==> src/rtl/adder_pkg.sv <==
// Shared types and sizing helpers for the digit-serial adder.
// Holds the control FSM state encoding and digit-count arithmetic.
package adder_pkg;

    typedef enum logic [1:0] {
        IDLE = 2'd0,
        RUN  = 2'd1,
        DONE = 2'd2
    } state_t;

    // Digits per operation; a zero DIGIT is rejected by the top-level check.
    function automatic int unsigned calc_ndig(input int unsigned width,
                                              input int unsigned digit);
        return (digit == 0) ? 1 : width / digit;
    endfunction

    // Digit counter width, never narrower than one bit.
    function automatic int unsigned calc_cnt_w(input int unsigned ndig);
        return (ndig <= 1) ? 1 : $clog2(ndig);
    endfunction

endpackage

==> src/rtl/digit_adder.sv <==
// Combinational DIGIT-bit ripple-carry adder, time-shared across all digits.
// Also exposes the carry into its MSB for signed-overflow detection.
module digit_adder #(
    parameter int unsigned DIGIT = 4
) (
    input  logic [DIGIT-1:0] a,
    input  logic [DIGIT-1:0] b,
    input  logic             cin,
    output logic [DIGIT-1:0] sum_c,
    output logic             cout_c,
    output logic             c_msb_c
);

    logic [DIGIT:0] carry_c;

    // Bit-by-bit ripple chain.
    always_comb begin
        carry_c    = '0;
        sum_c      = '0;
        carry_c[0] = cin;
        for (int unsigned i = 0; i < DIGIT; i++) begin
            sum_c[i]       = a[i] ^ b[i] ^ carry_c[i];
            carry_c[i + 1] = (a[i] & b[i]) | (carry_c[i] & (a[i] ^ b[i]));
        end
    end

    assign cout_c  = carry_c[DIGIT];
    assign c_msb_c = carry_c[DIGIT-1];

endmodule

==> src/rtl/digit_serial_adder.sv <==
// Digit-serial adder/subtractor: one DIGIT-bit slice per clock, LSB first,
// with a valid/ready handshake on both the operand and the result side.
module digit_serial_adder
    import adder_pkg::*;
#(
    parameter int unsigned WIDTH = 16,
    parameter int unsigned DIGIT = 4
) (
    input  logic             clk,
    input  logic             rst_n,
    input  logic             in_valid,
    output logic             in_ready,
    input  logic [WIDTH-1:0] a,
    input  logic [WIDTH-1:0] b,
    input  logic             cin,
    input  logic             sub,
    output logic             out_valid,
    input  logic             out_ready,
    output logic [WIDTH-1:0] sum,
    output logic             cout,
    output logic             overflow
);

    localparam int unsigned NDIG  = calc_ndig(WIDTH, DIGIT);
    localparam int unsigned CNT_W = calc_cnt_w(NDIG);
    localparam logic [CNT_W-1:0] LAST_DIG = CNT_W'(NDIG - 1);

    generate
        if ((WIDTH < 1) || (DIGIT < 1) || (DIGIT > WIDTH) || ((WIDTH % DIGIT) != 0)) begin : g_bad_param
            $error("digit_serial_adder: WIDTH must be a positive multiple of DIGIT");
        end
    endgenerate

    state_t           state;
    state_t           state_nxt;
    logic [CNT_W-1:0] cnt;
    logic             carry;
    logic [WIDTH-1:0] a_q;
    logic [WIDTH-1:0] b_q;

    logic             accept_c;
    logic             last_c;
    logic [DIGIT-1:0] s_dig_c;
    logic             co_dig_c;
    logic             cm_dig_c;

    // Operands shift right each RUN cycle so the active digit is always at the bottom.
    digit_adder #(
        .DIGIT (DIGIT)
    ) u_digit_adder (
        .a       (a_q[DIGIT-1:0]),
        .b       (b_q[DIGIT-1:0]),
        .cin     (carry),
        .sum_c   (s_dig_c),
        .cout_c  (co_dig_c),
        .c_msb_c (cm_dig_c)
    );

    // Control state register; handshake flags are registered copies of the next state.
    always_ff @(posedge clk or negedge rst_n) begin
        if (!rst_n) begin
            state     <= IDLE;
            in_ready  <= 1'b1;
            out_valid <= 1'b0;
        end else begin
            state     <= state_nxt;
            in_ready  <= (state_nxt == IDLE);
            out_valid <= (state_nxt == DONE);
        end
    end

    // Next-state decode.
    always_comb begin
        state_nxt = state;
        accept_c  = 1'b0;
        last_c    = 1'b0;
        unique case (state)
            IDLE: begin
                if (in_valid) begin
                    accept_c  = 1'b1;
                    state_nxt = RUN;
                end
            end
            RUN: begin
                if (cnt == LAST_DIG) begin
                    last_c    = 1'b1;
                    state_nxt = DONE;
                end
            end
            DONE: begin
                if (out_ready) begin
                    state_nxt = IDLE;
                end
            end
            default: state_nxt = IDLE;
        endcase
    end

    // Datapath: latch operands on accept, then one digit per RUN cycle.
    always_ff @(posedge clk or negedge rst_n) begin
        if (!rst_n) begin
            cnt      <= '0;
            carry    <= 1'b0;
            a_q      <= '0;
            b_q      <= '0;
            sum      <= '0;
            cout     <= 1'b0;
            overflow <= 1'b0;
        end else if (accept_c) begin
            a_q   <= a;
            b_q   <= b ^ {WIDTH{sub}};
            carry <= cin ^ sub;
            cnt   <= '0;
        end else if (state == RUN) begin
            a_q   <= a_q >> DIGIT;
            b_q   <= b_q >> DIGIT;
            carry <= co_dig_c;
            for (int unsigned d = 0; d < NDIG; d++) begin
                if (cnt == CNT_W'(d)) begin
                    sum[d*DIGIT +: DIGIT] <= s_dig_c;
                end
            end
            if (last_c) begin
                cnt      <= '0;
                cout     <= co_dig_c;
                overflow <= co_dig_c ^ cm_dig_c;
            end else begin
                cnt <= cnt + CNT_W'(1);
            end
        end
    end

endmodule

==> config.mk <==
export PLATFORM = sky130hd
export DESIGN_NAME = digit_serial_adder
export DESIGN_NICKNAME = d
export VERILOG_FILES = /design/src/rtl/adder_pkg.sv /design/src/rtl/digit_adder.sv /design/src/rtl/digit_serial_adder.sv
export SDC_FILE = /design/constraint.sdc
export NUM_CORES = 1
export LEC_CHECK = 0
export ABC_CLOCK_PERIOD_IN_PS = 3700
export CAP_MARGIN = 20
export CORE_ASPECT_RATIO = 0.9
export CORE_MARGIN = 2
export CORE_UTILIZATION = 54
export CTS_CLUSTER_DIAMETER = 120
export DETAILED_ROUTE_END_ITERATION = 10
export PLACE_DENSITY = 0.84
export SYNTH_ARGS = -nofsm -noshare
export SYNTH_HDL_FRONTEND = slang
export SYNTH_SLANG_ARGS = --single-unit
==> constraint.sdc <==
create_clock -name clk -period 3.7 [get_ports clk]
set_input_delay 0.74 -clock clk [delete_from_list [all_inputs] [get_ports clk]]
set_output_delay 0.74 -clock clk [all_outputs]
set_load 0.05 [all_outputs]
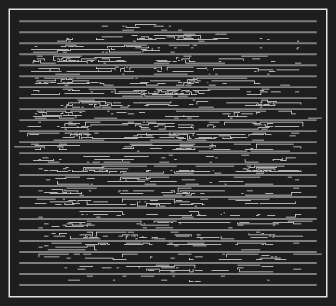
**Above:** run 1 (the metal 1 layer).
Supply wires on this layer in grey.
wire length on this layer = 2240 µm
main direction = horizontal
longest straight run = 22.1 µm

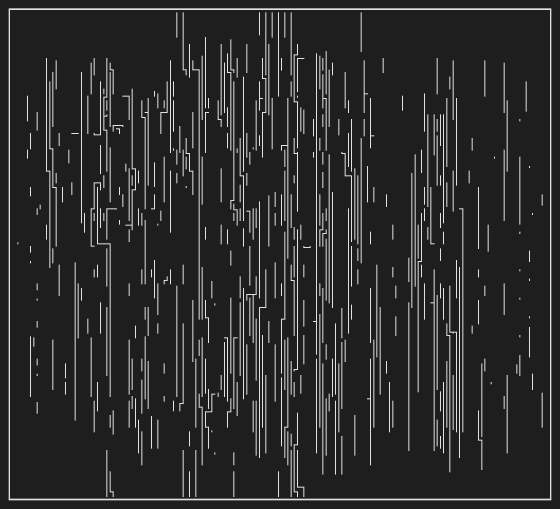
**Above:** run 1 (met2 routing).
wire length on this layer = 2590 µm
longest straight run = 43.5 µm
nets with wire on the layer = 292
main direction = vertical
share of all routed wire = 50%

==> results.txt, run 1 <==
Implementation results

The highest metal layer with signal wires is met4. The maximum number of pins on one net before global-route repair is 51. Counting distinct cell types in the post-synthesis netlist gives 35.

The tightest hold path in the finished design has a slack of 0.332 ns. Measured against the total synthesized area, the mux share comes to 3.37%. The critical path endpoint category is a flop. The instance area at placement is 3230 µm².

The post-synthesis xor/xnor area fraction is 5.89%. The starting utilization of the core area is 55.7%. Per the post-CTS timing run, clock transition at the registers of the reported paths is 0.06 ns. The H-tree generated during clock tree synthesis spans 3 levels. Setup repair after global routing left no endpoint under its margin.

The clock root buffer is clkbuf_8. The first global-routing pass estimated 9010 µm of wire. The largest total area in the synthesized netlist belongs to dfrtp_1. The run finished with clean final reports.

The worst endpoint data arrival time is 2.59 ns. Summing all multi-input logic gate instances after layout gives 1100 µm². The total die size is 5530 µm². In this run the count of I/O pins placed on the die edge is 58.

Once layout is complete, the utilization of the core stands at 71.5%. Global routing used 21.0% of the available tracks. The proportion of layout cells with a drive suffix above 1 is 9.74%.

The number of nets produced by synthesis is 294. With fillers left out, the area of the finished cells amounts to 3440 µm². Ranking logic cells in the layout by count gives the top entries dfrtp_1 (56), clkdlybuf4s50_1 (56), nand2_1 (43). In the global route stage, met2 resource usage came out at 33.4%.

The antenna diode count is 0. After layout, the minimum clock period comes to 2.39 ns. The overall power consumption is 3.12 mW. Per the detail_route log, met2 wirelength is 2590 µm. The count of placed standard cells including taps is 356. The buffer levels on the longest clock path is 2. Synthesis produced 248 cells. In the synthesized netlist the async set-or-reset flop fraction comes to 100%.

The portion of the layout cell area used by non-clock buffers is 18.3%. The sequential cell area in the final layout is 1430 µm². The tap cell instance count is 65. Counting pins that exceed their max-slew limit in the final report gives 0.

The largest non-sequential cell family by area is simple AND/OR/NAND/NOR gates. For reference, compound AND-OR and OR-AND cells occupy 12.4% of the area reported after synthesis. The initial antenna violation count came to 0. Clock cells make up 4.70% of the layout cell area. The detailed router finished its first iteration with 86 violations. The number of detailed-routing iterations run before antenna repair is 4.

In this run the tightest slew margin relative to its limit is 38.3%. The analysis attributes to cell leakage a power of 1.53 nW. The kind of critical path is flop to flop.

The number of cell rows is 24. Global routing used 27.2% of the available met1 tracks. The clock tree from TritonCTS is done.

The worst register-to-register path has a setup slack of 1.31 ns. After synthesis, the design contains 248 cells according to Yosys. The biggest cell category by area in the final layout is flip-flops and latches. The critical path endpoint is carry. The number of logged tool warnings is 29.
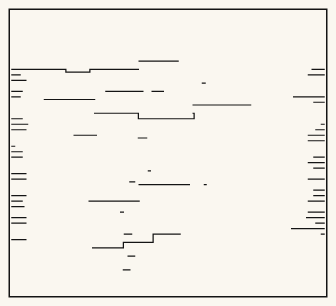
**Above:** run 1 (the metal 3 layer).
nets with wire on the layer = 49
longest straight run = 14.3 µm
main direction = horizontal
wire length on this layer = 295 µm
DRT Wirelength: 5220 µm
total via count in the routed design: 1979
routing usage on met3: 7.02%

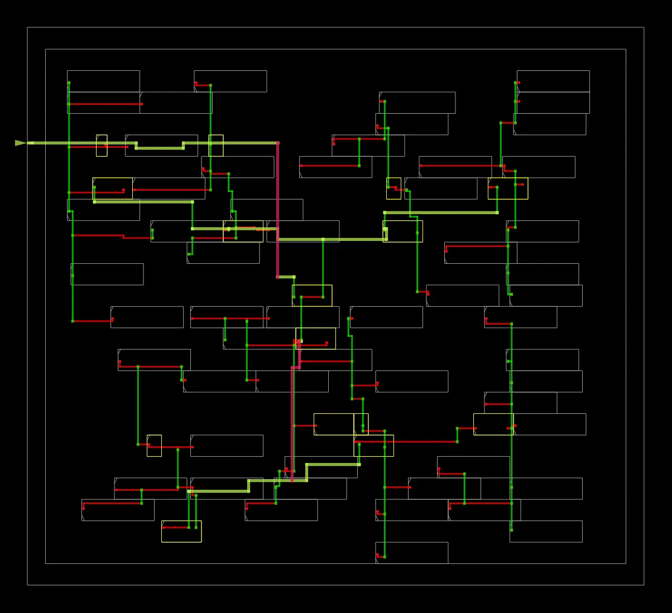
**Above:** run 1 (clock routing).
number of clock sinks seen by CTS: 57
sequential cells: 57
power consumed by the clock network: 0.480 mW
setup clock skew after layout: 0.00467 ns
CTS buffer count: 9

==> run 1: registers in the layout, indices dropped and copies added (netlist names) <==
name       cells
out_valid      1
cout           1
sum           16
b_q           16
cnt            2
carry          1
a_q           16
state          2
in_ready       1
overflow       1
==> run 1: critical path: stages (launching register included) <==
cell and delay [ns]:
dfrtp_1 0.41, fa_1 0.42, inv_1 0.08, fa_1 0.15
inv_1 0.05, fa_1 0.40, inv_1 0.09, fa_1 0.23
nor3b_1 0.07, a211oi_1 0.28, a21oi_1 0.08
==> run 1: where the power goes <==
group	internal, mW	switching, mW
Sequential	0.914	0.201
Combinational	0.610	0.913
Clock	0.252	0.227
**Run 1: routed metal per tile**

Scale bar: 20 µm. The die is cut into 16 by 14 equal tiles; dark purple is low, yellow is high, scaled to the fullest tile. Values are wire area over tile area, all layers added.
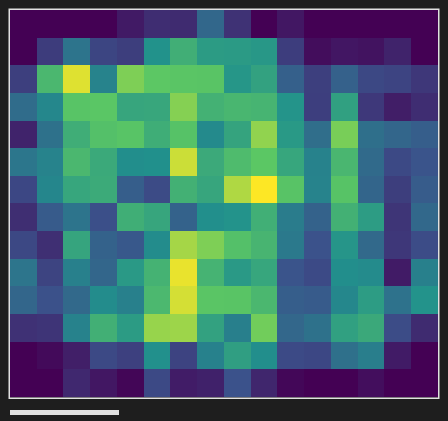

==> run 2, diff against run 1 <==
ABC_CLOCK_PERIOD_IN_PS = 2150   (was 3700)
CORE_UTILIZATION = 45   (was 54)
PLACE_DENSITY = 0.75   (was 0.84)
clock period = 2.15 ns   (was 3.7 ns; I/O delays follow)
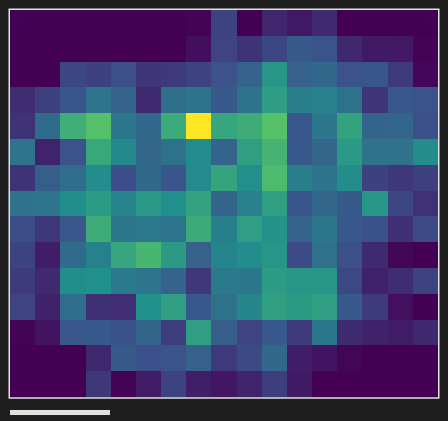
**Above:** run 2 (routed metal per tile).
Scale bar: 20 µm. The die is cut into 17 by 15 equal tiles; dark purple is low, yellow is high, scaled to the fullest tile. Values are wire area over tile area, all layers added.
nearly empty tiles = 17%
tiles over half the peak = 14%
densest ninth of the die = centre
total via count in the routed design: 1992
DRT Wirelength: 5320 µm

==> results.txt, run 2 <==
Implementation results

The worst endpoint data arrival time is 2.41 ns (-0.18 ns). The worst path setup slack after routing is -0.00335 ns. The delay of the slowest critical-path stage is 0.47 ns (+0.05 ns). The clock edge transition at the registers on the reported setup and hold paths was 0.07 ns (about the same). The number of nets produced by synthesis came to 294 (unchanged).

The maximum clock skew at final layout is 0.0105 ns (+0.00581 ns). The sequential cell area in the final layout is 1430 µm² (unchanged). The synthesized design spends more area on one cell type than any other, namely dfrtp_1. The cell count after synthesis came to 248 (unchanged). The buffer levels on the longest clock path is 2 (unchanged). The number of detailed-routing iterations run before antenna repair is 4 (unchanged). The checks that failed: negative setup slack. The overall fraction of global-route tracks in use was 17.7% (-3.4 points). Broken down by cell family, the worst path's largest delay share belongs to adder cells. The cell internal power dissipation is 3.22 mW (+81%). The largest power group is combinational logic.

The overall power consumption is 5.58 mW (+79%). The final critical-path required period was 2.15 ns (-0.242 ns). The iteration-0 DRC count of the detailed router is 70 (-19%). The H-tree depth is 3 (unchanged). The clock root buffer is clkbuf_8.

The proportion of layout cells with a drive suffix above 1 is 14.3% (+4.6 points). The clock network power share is 16.1% (+0.7 points). The multiplexer share of the synthesized area is 3.37% (unchanged). The number of setup violations in the final report is 2. The switching power total is 2.36 mW (+76%).

The worst setup path is captured at a flop. The logic gate share of total power is 49.4% (+0.5 points). The sequential group power was 1.93 mW (+74%). The flow ran to the end, but the final reports show violations.

The power dissipated in combinational cells came to 2.76 mW (+82%). The net switching share of the total power was 42.3% (-0.73 points). The clock network power is 0.896 mW (+87%).

The flop count came to 57 (unchanged). The total clock buffers created by CTS is 9 (unchanged). The relative area of clock buffers and inverters in the final design is 5.25% (+0.55 points). The leakage power is 1.56 nW (+1.9%). The cell count in the Yosys report is 248 (unchanged). The area of all placed cells without fillers is 3510 µm² (+2.0%). Per the cell usage report, the commonest logic cells after layout are dfrtp_1 (56), clkdlybuf4s50_1 (56), nand2_1 (43).

Among all stages on the critical path, the largest delay is contributed by fa_2. The antenna diode count is 0 (unchanged). The wire length of the first global-routing pass is 8970 µm (-0.45%). The initial antenna violation count is 0 (unchanged).

The hold slack is 0.0563 ns (-0.276 ns). The post-synthesis xor/xnor area fraction is 5.89% (unchanged). In the final layout, the registers with the most flip-flops are a_q (16), b_q (16), sum (16). The number of cell rows is 26 (+8.3%). The share of total power in sequential cells is 34.5% (-1.3 points). The instance area at placement is 3300 µm² (+2.2%). The area of the multi-input gates came to 1130 µm² (+2.2%).
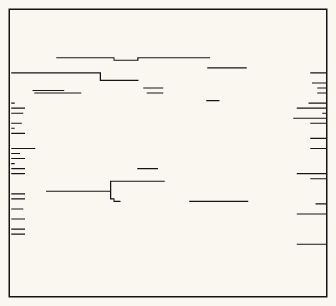
**Above:** run 2 (the metal 3 layer).
routing usage on met3: 7.21%

==> run 2: worst paths after layout <==
path,start,end,slack [ns],cells past startpoint
worst max-delay path,carry,sum[11],-0.003,8
worst min-delay path,rst_n,sum[13],0.06,1
worst max register to register,carry,sum[11],-0.003,8
worst min register to register,cout,cout,0.48,2
max in group asynchronous,rst_n,a_q[14],1.53,2
min in group clk,cout,cout,0.48,2
==> run 2: routing by layer <==
layer / GRT usage, % / vias up / part of all wire [%]
li1: - / 971 / -
met1: 21.9 / 962 / 44
met2: 28.3 / 54 / 49
met3: 7.21 / 5 / 5.8
met4: 5.56 / 0 / 1.2
met5: 0 / - / 0
==> run 3, diff against run 2 <==
SLEW_MARGIN = 20   (was unset)
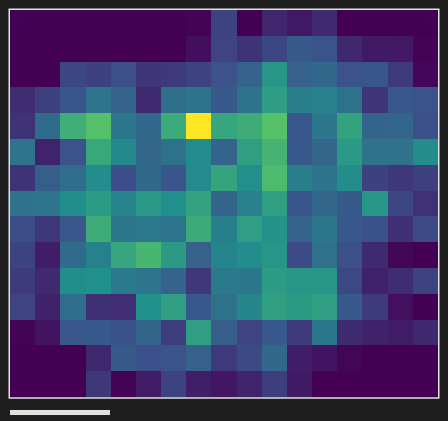
**Above:** run 3 (routed metal per tile).
Scale bar: 20 µm. The die is cut into 17 by 15 equal tiles; dark purple is low, yellow is high, scaled to the fullest tile. Values are wire area over tile area, all layers added.
detailed-route wire length per cell: 13.8 µm
Global Route Usage Sum: 17.7%

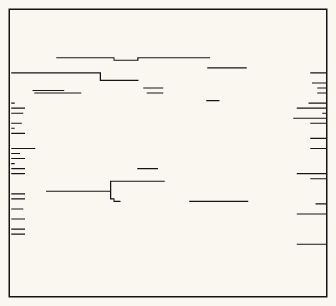
**Above:** run 3 (the metal 3 layer).
main direction = horizontal
wire length on this layer = 309 µm
nets with wire on the layer = 41
share of all routed wire = 5.8%

==> results.txt, run 3 <==
Implementation results

The flow ran to the end, but the final reports show violations. The checks that failed: negative setup slack. The clock tree buffer count of the final layout is 13. In the final layout, the registers with the most flip-flops are a_q (16), b_q (16), sum (16). The routed length on met2 is 2600 µm (unchanged).

The flow inserted 70 tap cells. The multiplexer share of the synthesized area is 3.37% (unchanged). The most repeated cell in the gate-level netlist after synthesis is dfrtp_1. The post-synthesis xor/xnor area fraction came to 5.89% (unchanged). The leakage power is 1.56 nW (unchanged). The top cell types in the final layout, fill and taps aside, are dfrtp_1 (56), clkdlybuf4s50_1 (56), nand2_1 (43). The initial antenna violation count came to 0 (unchanged). The worst path setup slack after routing is -0.00335 ns (unchanged). For reference, the post-synthesis area per instance comes to 10.8 µm².

The logic gate share of total power is 49.4% (about the same). Signal nets in the final route climb as high as met4. The cell count after synthesis is 248 (unchanged). The iteration-0 DRC count of the detailed router is 70 (unchanged). The hold slack is 0.0563 ns (unchanged). The largest area contributor in the synthesized netlist is dfrtp_1. After global routing, the most crowded layer is met2.

The number of buffers inserted by hold repair at cts is 0. The proportion of layout cells with a drive suffix above 1 is 14.3% (unchanged). The number of detailed-routing iterations run before antenna repair is 4 (unchanged).

The wire length of the first global-routing pass is 8970 µm (unchanged). The final-layout setup total negative slack is -0.00347 ns. The cell internal power dissipation was 3.22 mW (unchanged). The routed length on met3 is 309 µm (unchanged). The overall power consumption came to 5.58 mW (unchanged). The number of cell rows is 26 (unchanged). In the final layout, excluding clock buffers the buffer count is 66. Measured along the y axis, the die boundary spans 77.1 µm.

The total length of routed wires is 5320 µm (unchanged). The met2 routing resource usage after global routing came to 28.3% (unchanged). The final critical-path required period was 2.15 ns (unchanged). The count of vias placed by the detailed router came to 1992 (unchanged). The worst endpoint data arrival time is 2.41 ns (about the same). The maximum clock skew at final layout is 0.0105 ns (unchanged). The area of the multi-input gates is 1130 µm² (unchanged).

The end of the worst register-to-register path is sum[11]. Counting both buffers and inverters, the worst setup path holds a total of 3. The relative area of clock buffers and inverters in the final design is 5.25% (unchanged). The number of ordinary inverters in the final layout is 9. The cell count in the Yosys report is 248 (unchanged). The count of cells in the finished layout, fillers not included, comes to 384. The starting utilization of the core area is 46.7%.

58 I/O pins were placed. The class of the tightest hold or removal check is input pin to asynchronous set/reset pin. Clock tree synthesis selected as its root buffer the cell clkbuf_8. The total clock buffers created by CTS came to 9 (unchanged). Max-slew check failures listed in the final report amount to 0. The cell with the biggest individual delay on the critical path is fa_2. The met3 routing resource usage after global routing was 7.21% (unchanged). The flop count is 57 (unchanged).

The clock edge transition at the registers on the reported setup and hold paths is 0.07 ns (about the same). The buffer levels on the longest clock path was 2 (unchanged). The depth of the most critical reg-to-reg path is 8 (unchanged). The sequential cell area in the final layout was 1430 µm² (unchanged).

The critical path endpoint category is a flop. The origin of the critical flop-to-flop path is carry. The H-tree depth is 3 (unchanged).

The number of nets produced by synthesis is 294 (unchanged). The delay of the slowest critical-path stage is 0.47 ns (about the same). The share of total power in sequential cells was 34.5% (about the same).

The global routing met1 resource utilization is 21.9% (unchanged). The area of all placed cells without fillers is 3510 µm² (unchanged). In the post-synthesis netlist, the biggest area contributors are dfrtp_1 (52%), nand2_1 (6.0%), a221o_1 (4.5%).

The number of max-capacitance violations reported is 0. The antenna diode count is 0 (unchanged). The biggest cell category by area in the final layout is flip-flops and latches. After Yosys synthesis, AND-OR and OR-AND compound gates account for 12.4% of the synthesized area. The clock network power share is 16.1% (about the same).

For this design the ratio of total power to cell area is 1590 nW/µm². The pin closest to its max-slew limit shows a slew of 0.615 ns. The instance area at placement is 3300 µm² (unchanged).

The net switching share of the total power is 42.3% (unchanged). The number of setup violations in the final report is 2 (unchanged). The switching power total was 2.36 mW (unchanged). The slack of the worst reg-to-reg path was -0.003 ns (about the same). The kind of cell with the highest combined delay along the critical path is adder cells. The wire length on met1 is 2340 µm (unchanged).
## run 3: cell counts in the layout (fill, tap and decap cells not counted)
No cell type changed its count.
## run 3: worst max-delay path by stage
stage | end | slack [ns] | depth (start not counted) | start
CTS | sum[15] | -0.02 | 8 | carry
finish | sum[11] | -0.003 | 8 | carry
floorplan | sum[11] | -0.01 | 8 | carry
global route | sum[15] | -0.08 | 8 | carry
global placement | sum[3] | -0.06 | 8 | carry
detailed placement | sum[11] | -0.16 | 8 | carry
## run 3: power by group through the flow
stage	registers, mW	clock network (mW)	logic (mW)
2_1_floorplan	2.41	0	1.39
3_3_place_gp	1.91	0	2.61
3_5_place_dp	1.94	0	2.68
4_1_cts	1.92	0.921	2.74
5_1_grt	1.99	0.973	3.01
6_report	1.93	0.896	2.76
No activity file was given, so power comes from the tool's default toggle rates.
